==> config.mk <==
export PLATFORM = sky130hd
export DESIGN_NAME = vend_acceptor_flat
export DESIGN_NICKNAME = d
export VERILOG_FILES = /design/src/rtl/vend_acceptor_if.sv /design/src/rtl/vend_acceptor.sv /design/src/flat_wrapper.sv
export SDC_FILE = /design/constraint.sdc
export NUM_CORES = 1
export LEC_CHECK = 0
export CORE_ASPECT_RATIO = 1.1
export CORE_MARGIN = 2
export CORE_UTILIZATION = 45
export CTS_BUF_LIST = sky130_fd_sc_hd__clkbuf_2
export DETAILED_ROUTE_END_ITERATION = 8
export MAX_ROUTING_LAYER = met4
export PLACE_DENSITY = 0.75
export SLEW_MARGIN = 20
export SYNTH_ARGS = -nofsm -noshare
export SYNTH_HDL_FRONTEND = slang
export SYNTH_SLANG_ARGS = --single-unit
==> constraint.sdc <==
create_clock -name clk_i -period 5.65 [get_ports clk_i]
set_input_delay 0.565 -clock clk_i [delete_from_list [all_inputs] [get_ports clk_i]]
set_output_delay 0.565 -clock clk_i [all_outputs]
set_load 0.02 [all_outputs]
Figure 1. Cell area per tile.
The bar under the picture is 20 µm long. The die is cut into 8 by 8 equal tiles; black is low, pale yellow is high, 0 to 100% covered.
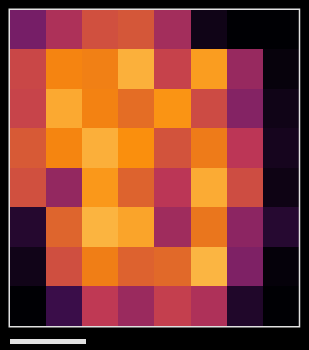
The fullest tile reaches 84%. 17% of the tiles are over 75% full. The emptiest ninth of the die: north-east. 7.8% of the tiles are nearly empty. The mean over all tiles is 48%.
Core Area: 5660 µm²
Core Util, Final: 55.35%
initial cell density of the core: 45.89%

Figure 2. Placement by cell class.
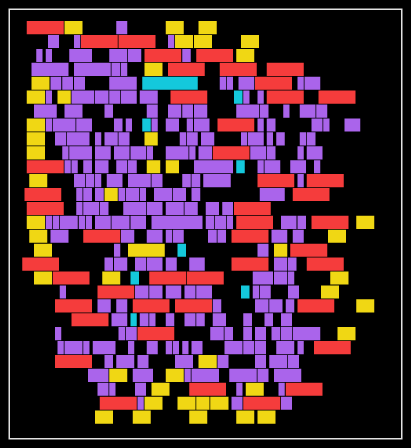
sequential cells: shown in red, cells 45. remaining buffers and delay cells: shown in yellow, cells 46. combinational and other logic: shown in purple, cells 233. clock drivers and dummy loads: shown in cyan, cells 8.
post-route cell area: 3133 µm²
fraction of area in registers: 28.75%
Placement Rows: 29

Figure 3. Port wiring.
The bar under the picture is 20 µm long.
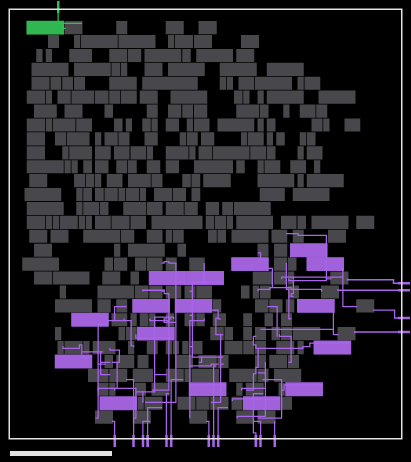
`bus_vend_count_o`: shown in purple, bits 16, direction output, end cells 16, buffers 16, wire 631 µm. `bus_coin_err_o`: shown in green, bits 1, direction output, end cells 1, buffers 1, wire 7.90 µm.
Port Buffers: 38
number of placed I/O pins: 39

==> results.sh <==
# source this file to load flow results
export IMPL_status="finished clean"
export IMPL_postSynthCellCount=290
export IMPL_setup_tns_ps=0
export IMPL_clock_latency_ps=410
export IMPL_drt_iter0_markers=218
export IMPL_synthesis_area_um2=2597
export IMPL_drt_pre_antenna_iters=4
export IMPL_crit_fanout=25
export IMPL_grt_use_total_pct=18.86
export IMPL_cpLargestDelayFamily="AND-OR/OR-AND gates"
export IMPL_pwr_density_cell_nw_per_um2=202.4
export IMPL_grt_overflow=0
export IMPL_antenna_found_initial=0
export IMPL_powerClk_uw=178
export IMPL_stdcell_count=409
export IMPL_drc=0
export IMPL_htreeDepth=2
export IMPL_drv_slew=0
export IMPL_post_place_ws_ps=190.4
export IMPL_layout_top_cell="dfxtp_1"
export IMPL_top_layer="met4"
export IMPL_cp_depth=18
export IMPL_die_h_um=83.69
export IMPL_yosysCellCount=290
export IMPL_grtUsageMet2_pct=30.97
export IMPL_ant_nets=0
export IMPL_async_flop_share_pct=0
export IMPL_cts_tree="built"
export IMPL_hold_path_class="reg2reg"
export IMPL_postSynthSeqShare_pct=34.68
export IMPL_synth_warnings=0
export IMPL_relSlewSlack_pct=52.34
export IMPL_setup_viol=0
export IMPL_swShare_pct=27.71
export IMPL_power_frac_seq_pct=52.6
export IMPL_met3_usage_pct=4.004
export IMPL_hold_viol=0
export IMPL_whs_path_depth=1
export IMPL_grt_busiest_layer="met2"
export IMPL_cts_clk_slew_worst_paths_ps=210
export IMPL_drv_cap=0
export IMPL_path_cells="clkdlybuf4s50_1 > inv_1 > fa_1 > nor2b_1 > and2_1 > or2_2 > o21ba_2 > ha_1 > a211o_1 > o21a_1 > or2_2 > nand2_1 > ha_1 > and2_1 > a21boi_0 > a41oi_4 > nor4_1 > mux2_1"
## synth_stat cells, types with 2 or more instances
cell type  number  area share [%]
dfxtp_1        45              35
xnor2_1         7             2.4
and3_1          8             1.9
o21bai_1        2            0.58
o21ai_0         3            0.58
or2_2           5             1.2
o31a_1          2            0.67
a31oi_1         2            0.48
buf_2           5            0.96
or4_1           6             1.7
nand2_1        16             2.3
clkbuf_1        3            0.43
inv_1          11             1.6
ha_1           11             5.3
xor2_1          4             1.3
and2_1          5             1.2
mux2_4          4             2.3
a22oi_1         4             1.2
nand3_1        18             3.5
nor2b_1         9             2.2
or3_1           5             1.2
nor3_2          6             2.3
nand4b_1        2            0.67
o311ai_0        3             1.0
fa_1            2             1.5
o2111ai_1       2            0.67
o41ai_1         3             1.0
buf_6           3             1.3
a32o_1          2            0.77
o21a_1          4             1.2
a21oi_1        11             2.1
mux2_1          2            0.87
nor3_1          3            0.58
nand4_1         6             1.4
nor2_1         33             4.8
nor4_1          3            0.72
o31ai_1         4             1.2
## cell type report
class	count	area (µm²)
clock buffers	6	30.03
clock inverters	2	33.78
fillers	547	2527
inverters	11	41.29
multi-input cells	222	1578
flip-flops and latches	45	900.9
well taps	77	96.34
repair buffers	46	452.9
## cell families after synthesis
| logic type | share of synthesized area [%] |
|---|---|
| AND/OR/NAND/NOR | 29.19 |
| AND-OR/OR-AND | 16.72 |
| flip-flops | 34.68 |
| buffers and inverters | 4.720 |
| adder cells (fa/ha/maj) | 6.840 |
| XOR/XNOR | 3.709 |
| multiplexers | 3.998 |
| other | 0.1444 |
## through the flow
stage | hold WS (ps) | power, µW
detailed placement | 462.0 | 462.4
global route | 523.3 | 668.9
finish | 490.1 | 634.0
global placement | 442.8 | 460.7
floorplan | 429.7 | 421.9
CTS | 495.0 | 642.4
Power is estimated from default activity; no workload was simulated.
